==> config.mk <==
export PLATFORM = sky130hd
export DESIGN_NAME = wave_gen_controller
export DESIGN_NICKNAME = d
export VERILOG_FILES = /design/src/rtl/wave_ctrl_pkg.sv /design/src/rtl/wave_period_detect.sv /design/src/rtl/wave_gen_controller.sv
export SDC_FILE = /design/constraint.sdc
export NUM_CORES = 1
export LEC_CHECK = 0
export ABC_AREA = 1
export CAP_MARGIN = 40
export CORE_ASPECT_RATIO = 0.8
export CORE_MARGIN = 3
export CORE_UTILIZATION = 45
export DETAILED_ROUTE_END_ITERATION = 10
export HOLD_SLACK_MARGIN = 0.03
export PLACE_DENSITY = 0.69
export SLEW_MARGIN = 20
export SYNTH_ARGS = -nofsm -noshare
export SYNTH_HDL_FRONTEND = slang
export SYNTH_SLANG_ARGS = --single-unit
==> constraint.sdc <==
create_clock -name clk -period 4.2 [get_ports clk]
set_clock_uncertainty 0.1 [all_clocks]
set_input_delay 0.63 -clock clk [delete_from_list [all_inputs] [get_ports clk]]
set_output_delay 0.63 -clock clk [all_outputs]
set_load 0.03 [all_outputs]
==> src/rtl/wave_ctrl_pkg.sv <==
// Shared definitions for the waveform generator controller: FSM encoding,
// config register map and CTRL field positions.
package wave_ctrl_pkg;

    localparam int NUM_WAVES_DEF = 4;
    localparam int DATA_W_DEF    = 16;
    localparam int CNT_W_DEF     = 16;
    localparam int SEL_W         = 2;

    typedef enum logic [2:0] {
        ST_IDLE,
        ST_START,
        ST_RUN,
        ST_APPLY,
        ST_DRAIN
    } state_t;

    localparam logic [1:0] CFG_ADDR_CTRL      = 2'd0;
    localparam logic [1:0] CFG_ADDR_PRESCALER = 2'd1;
    localparam logic [1:0] CFG_ADDR_AMPLITUDE = 2'd2;
    localparam logic [1:0] CFG_ADDR_BURST     = 2'd3;

    localparam int CTRL_RUN    = 0;
    localparam int CTRL_SEL_LO = 1;
    localparam int CTRL_BURST  = 3;

    // Indices with no generator attached fall back to generator 0.
    function automatic logic [SEL_W-1:0] clamp_sel(input logic [SEL_W-1:0] sel, input int num);
        return (int'(sel) >= num) ? '0 : sel;
    endfunction

endpackage

==> src/rtl/wave_period_detect.sv <==
// Flags a period boundary: the selected sample returns to 0 from a non-zero
// value, or every enabled cycle when the amplitude is 0 (flat waveform).
module wave_period_detect #(
    parameter int DATA_W = 16
) (
    input  logic              clk,
    input  logic              rst_n,
    input  logic              en,
    input  logic [DATA_W-1:0] sample,
    input  logic              amp_zero,
    output logic              boundary
);

    logic [DATA_W-1:0] prev_q;
    logic [DATA_W-1:0] prev_d;

    // History is cleared outside RUN so a restarted generator's first 0 is not a boundary.
    always_comb begin
        prev_d = en ? sample : '0;
    end

    always_ff @(posedge clk or negedge rst_n) begin
        if (!rst_n) begin
            prev_q <= '0;
        end else begin
            prev_q <= prev_d;
        end
    end

    assign boundary = en && (amp_zero || ((sample == '0) && (prev_q != '0)));

endmodule

==> src/rtl/wave_gen_controller.sv <==
// Config register set, run/burst sequencing and output mux for a bank of
// waveform generators; parameter updates in RUN are deferred to a period boundary.
module wave_gen_controller
    import wave_ctrl_pkg::*;
#(
    parameter int NUM_WAVES = NUM_WAVES_DEF,
    parameter int DATA_W    = DATA_W_DEF,
    parameter int CNT_W     = CNT_W_DEF
) (
    input  logic                        clk,
    input  logic                        rst_n,
    input  logic                        cfg_valid,
    output logic                        cfg_ready,
    input  logic [1:0]                  cfg_addr,
    input  logic [DATA_W-1:0]           cfg_wdata,
    output logic [NUM_WAVES-1:0]        gen_ena,
    output logic [DATA_W-1:0]           gen_prescaler,
    output logic [DATA_W-1:0]           gen_amplitude,
    input  logic [NUM_WAVES*DATA_W-1:0] gen_data,
    output logic [DATA_W-1:0]           wave_out,
    output logic                        wave_valid,
    output logic                        busy,
    output logic                        burst_done
);

    state_t            state_q, state_d;
    logic [SEL_W-1:0]  sel_q, sel_d, sh_sel_q, sh_sel_d;
    logic [DATA_W-1:0] presc_q, presc_d, sh_presc_q, sh_presc_d;
    logic [DATA_W-1:0] amp_q, amp_d, sh_amp_q, sh_amp_d;
    logic              pending_q, pending_d, stop_req_q, stop_req_d;
    logic              burst_mode_q, burst_mode_d;
    logic [CNT_W-1:0]  burst_cfg_q, burst_cfg_d, burst_target_q, burst_target_d;
    logic [CNT_W-1:0]  cnt_q, cnt_d, cnt_inc;
    logic [DATA_W-1:0] wave_out_q, wave_out_d;
    logic              wave_valid_q, wave_valid_d, burst_done_q, burst_done_d;

    logic              wr, stop_wr, boundary;
    logic [SEL_W-1:0]  wsel;
    logic [DATA_W-1:0] sample;

    assign wr      = cfg_valid && cfg_ready;
    assign wsel    = clamp_sel(cfg_wdata[CTRL_SEL_LO +: SEL_W], NUM_WAVES);
    assign stop_wr = wr && (cfg_addr == CFG_ADDR_CTRL) && !cfg_wdata[CTRL_RUN];
    assign sample  = gen_data[int'(sel_q)*DATA_W +: DATA_W];
    assign cnt_inc = (cnt_q == '1) ? cnt_q : cnt_q + 1'b1;

    wave_period_detect #(.DATA_W(DATA_W)) u_detect (
        .clk      (clk),
        .rst_n    (rst_n),
        .en       (state_q == ST_RUN),
        .sample   (sample),
        .amp_zero (amp_q == '0),
        .boundary (boundary)
    );

    always_comb begin
        state_d        = state_q;
        sel_d          = sel_q;
        presc_d        = presc_q;
        amp_d          = amp_q;
        sh_sel_d       = sh_sel_q;
        sh_presc_d     = sh_presc_q;
        sh_amp_d       = sh_amp_q;
        pending_d      = pending_q;
        stop_req_d     = stop_req_q;
        burst_mode_d   = burst_mode_q;
        burst_cfg_d    = burst_cfg_q;
        burst_target_d = burst_target_q;
        cnt_d          = cnt_q;
        wave_out_d     = wave_out_q;
        wave_valid_d   = 1'b0;
        burst_done_d   = 1'b0;

        if (wr && (cfg_addr == CFG_ADDR_BURST)) begin
            burst_cfg_d = CNT_W'(cfg_wdata);
        end

        case (state_q)
            ST_IDLE: begin
                wave_out_d = '0;
                if (wr) begin
                    case (cfg_addr)
                        CFG_ADDR_PRESCALER: presc_d = cfg_wdata;
                        CFG_ADDR_AMPLITUDE: amp_d   = cfg_wdata;
                        CFG_ADDR_CTRL: begin
                            sel_d        = wsel;
                            burst_mode_d = cfg_wdata[CTRL_BURST];
                            if (cfg_wdata[CTRL_RUN]) state_d = ST_START;
                        end
                        default: ;
                    endcase
                end
            end
            ST_START: begin
                cnt_d          = '0;
                stop_req_d     = 1'b0;
                burst_target_d = burst_cfg_q;
                if (burst_mode_q && (burst_cfg_q == '0)) begin
                    burst_done_d = 1'b1;
                    state_d      = ST_IDLE;
                end else begin
                    state_d = ST_RUN;
                end
            end
            ST_RUN: begin
                wave_out_d   = sample;
                wave_valid_d = 1'b1;
                // Shadow starts as a copy of the active set so a single-field write keeps the rest.
                if (wr && !stop_wr && (cfg_addr != CFG_ADDR_BURST)) begin
                    sh_sel_d   = sel_q;
                    sh_presc_d = presc_q;
                    sh_amp_d   = amp_q;
                    pending_d  = 1'b1;
                    case (cfg_addr)
                        CFG_ADDR_PRESCALER: sh_presc_d = cfg_wdata;
                        CFG_ADDR_AMPLITUDE: sh_amp_d   = cfg_wdata;
                        default:            sh_sel_d   = wsel;
                    endcase
                end
                if (stop_wr) stop_req_d = 1'b1;
                if (boundary) begin
                    cnt_d = cnt_inc;
                    if (stop_req_q || stop_wr) begin
                        state_d = ST_DRAIN;
                    end else if (burst_mode_q && (cnt_inc >= burst_target_q)) begin
                        state_d      = ST_DRAIN;
                        burst_done_d = 1'b1;
                    end else if (pending_q) begin
                        state_d = ST_APPLY;
                    end
                end
                if (state_d == ST_DRAIN) begin
                    pending_d    = 1'b0;
                    wave_out_d   = '0;
                    wave_valid_d = 1'b0;
                end else if (state_d == ST_APPLY) begin
                    wave_out_d   = wave_out_q;
                    wave_valid_d = 1'b0;
                end
            end
            ST_APPLY: begin
                sel_d     = sh_sel_q;
                presc_d   = sh_presc_q;
                amp_d     = sh_amp_q;
                pending_d = 1'b0;
                state_d   = ST_RUN;
            end
            ST_DRAIN: begin
                wave_out_d = '0;
                pending_d  = 1'b0;
                stop_req_d = 1'b0;
                state_d    = ST_IDLE;
            end
            default: state_d = ST_IDLE;
        endcase
    end

    always_ff @(posedge clk or negedge rst_n) begin
        if (!rst_n) begin
            state_q        <= ST_IDLE;
            sel_q          <= '0;
            presc_q        <= '0;
            amp_q          <= '0;
            sh_sel_q       <= '0;
            sh_presc_q     <= '0;
            sh_amp_q       <= '0;
            pending_q      <= 1'b0;
            stop_req_q     <= 1'b0;
            burst_mode_q   <= 1'b0;
            burst_cfg_q    <= '0;
            burst_target_q <= '0;
            cnt_q          <= '0;
            wave_out_q     <= '0;
            wave_valid_q   <= 1'b0;
            burst_done_q   <= 1'b0;
        end else begin
            state_q        <= state_d;
            sel_q          <= sel_d;
            presc_q        <= presc_d;
            amp_q          <= amp_d;
            sh_sel_q       <= sh_sel_d;
            sh_presc_q     <= sh_presc_d;
            sh_amp_q       <= sh_amp_d;
            pending_q      <= pending_d;
            stop_req_q     <= stop_req_d;
            burst_mode_q   <= burst_mode_d;
            burst_cfg_q    <= burst_cfg_d;
            burst_target_q <= burst_target_d;
            cnt_q          <= cnt_d;
            wave_out_q     <= wave_out_d;
            wave_valid_q   <= wave_valid_d;
            burst_done_q   <= burst_done_d;
        end
    end

    always_comb begin
        gen_ena = '0;
        if (state_q == ST_RUN) gen_ena[sel_q] = 1'b1;
    end

    assign cfg_ready     = (state_q == ST_IDLE) || ((state_q == ST_RUN) && !pending_q);
    assign busy          = (state_q != ST_IDLE);
    assign gen_prescaler = presc_q;
    assign gen_amplitude = amp_q;
    assign wave_out      = wave_out_q;
    assign wave_valid    = wave_valid_q;
    assign burst_done    = burst_done_q;

endmodule

==> README.md <==
| Stage | Result | Value |
|---|---|---|
| status | Outcome | completed |
| floorplanning | Standard cell core area | 17800 µm² |
| final timing | Setup TNS | 0 ns |
| run | Max cap viols | 0 |
| floorplanning | Height of the die | 128 µm |
| final timing | Setup-violating endpoint count in the final report | 0 |
| final layout | Layout Area Growth over Synthesis | 26.9% |
| final layout | Most used cells in the layout excluding fill and tap cells | sky130_fd_sc_hd__nand2_1 (281), sky130_fd_sc_hd__dfrtp_1 (156), sky130_fd_sc_hd__inv_1 (143), sky130_fd_sc_hd__o21ai_0 (142), sky130_fd_sc_hd__clkdlybuf4s50_1 (139) |
| clocking | Clock tree from TritonCTS | built |
| final timing | Final count of pins violating max slew | 0 |
| synthesis | Area fraction of the dominant cell type after synthesis | 46.9% |
| final timing | Clock period minus worst slack | 3.64 ns |
| clocking | Post-CTS setup buffer count | 0 |
| grt | First-pass GRT wire length | 36.1 mm |
| grt | Met1 GRT Util | 34.0% |
| worst hold path | Endpoint of the worst hold-timing path | burst_target_q[5] |
| final layout | Layout net count | 1301 |
| synthesis | Most repeated cell in the gate-level netlist after synthesis | sky130_fd_sc_hd__nand2_1 |
| synthesis | Number of library cell types mapped by synthesis | 36 |
| route | Violation count after the first detailed-routing iteration | 573 |
| synthesis | Yosys synthesis chip area | 8320 µm² |
| power | Power Density | 697 nW/µm² |
| synthesis | Leading cell types by total area after synthesis | sky130_fd_sc_hd__dfrtp_1 (47%), sky130_fd_sc_hd__nand2_1 (13%), sky130_fd_sc_hd__o21ai_0 (8.5%) |
| route | Ratio of routed vias to standard cells | 5.23 |
| placement | Number of port buffers | 140 |
worst register-to-register path, delay by kind of cell, from the launching register on:
family,cells,cell delay [ns]
AND/OR/NAND/NOR,21,2.16
AND-OR/OR-AND,1,0.11
XOR/XNOR,1,0.23
adder cells (fa/ha/maj),2,0.47
flip-flops,1,0.40
buffers and inverters,1,0.11
metrics by stage:
step	instance area (µm²)	instances	worst slack [ns]	hold slack, ns	utilization (%)
after detailed placement	9920	1400	0.324	0.366	55.9
after global routing	10600	1433	0.0198	0.410	59.5
after floorplan	8320	1072	0.919	0.234	-
final	10600	1433	0.561	0.377	59.5
after global placement	9880	1398	0.403	0.366	55.6
after CTS	10500	1433	0.279	0.379	59.4
cells by family after synthesis:
group | Yosys count | share of synthesized area, %
DFF | 156 | 46.9
buffers and inverters | 199 | 9.65
AOI/OAI and AO/OA | 220 | 14.8
muxes | 14 | 1.89
and+or+nand+nor | 453 | 22.7
xor gates and xnor gates | 9 | 0.947
adders and majority gates | 21 | 3.16
power by group:
group | internal [µW] | leakage [µW] | switching (µW)
Combinational | 1180 | 0.00267 | 2140
Clock | 947 | 0.000302 | 648
Sequential | 2090 | 0.00200 | 366
worst max-delay path by stage:
stage                              end  slack, ns  depth (start not counted)
after global placement     wave_out[7]       0.40                         22
after floorplan            wave_out[0]       0.92                         22
after global routing      wave_out[13]       0.02                         26
after CTS                  wave_out[6]       0.28                         23
final                     wave_out[11]       0.56                         26
after detailed placement  wave_out[11]       0.32                         23
layer usage:
metal  part of all wire [%]  up-vias
met5                      0        -
met4                    1.5        0
met3                    5.2       20
met2                     44      206
met1                     49     3549
li1                       -     3720
cell type report:
class,count,area (µm²)
fillers,1584,7190
flip-flops and latches,156,3900
multi-input cells,717,3660
repair buffers,154,1550
inverters,149,559
clock buffers,21,480
well taps,225,282
clock inverters,11,133
Fig. 1: close-up of the layout
Window x 67 to 92, y 26 to 51 µm. Cells in gray, sequential cells in the stronger gray; small squares are vias.
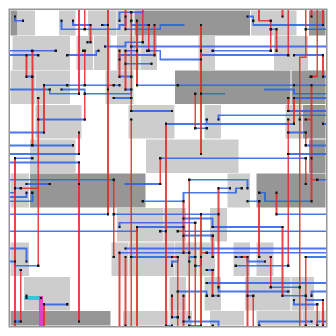
red -> met2
cyan -> met3
magenta -> met4
blue -> met1
sequential cells in the window = 4
most frequent = clkdlybuf4s50_1 (8), nor2_1 (6), nand2_1 (5)
netlist names of flops here include = u_detect.prev_q (2)
cells with their middle in the window = 42

Fig. 2: routing congestion
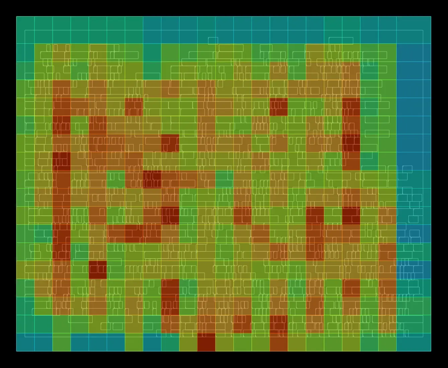
Global Route met2 Usage: 33.5%
total global-route track usage: 22.6%
GRT met3 Usage: 4.86%

Fig. 3: cell classes on the final placement
Scale: 2 px per µm.
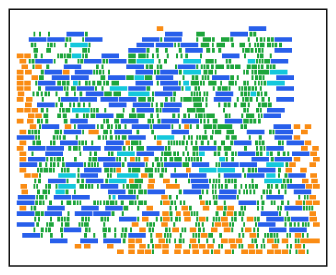
blue -> flops  # cells 156, share of their area 38%
cyan -> clock drivers and dummy loads  # cells 32, share of their area 6.0%
orange -> other buffers and delay cells  # cells 154, share of their area 15%
green -> all other logic  # cells 866, share of their area 41%

Fig. 4: pin placement
Scale: 3 px per µm. Pins as bars across the die edge, other pins in gray.
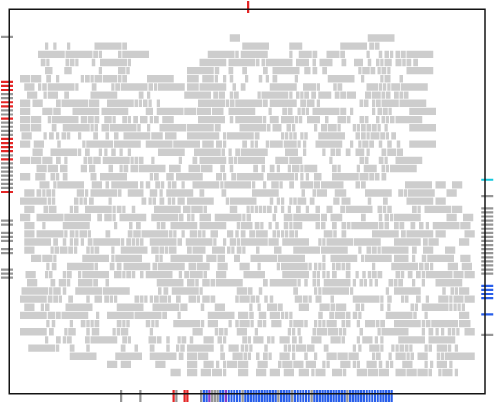
cyan -> burst_done  # pins 1, direction output, edge right
red -> cfg_wdata  # pins 16, direction input, edge 12 left, 3 bottom, 1 top
purple -> cfg_addr  # pins 2, direction input, edge bottom
blue -> gen_data  # pins 64, direction input, edge 59 bottom, 5 right

Power and IR drop assume default switching activity.
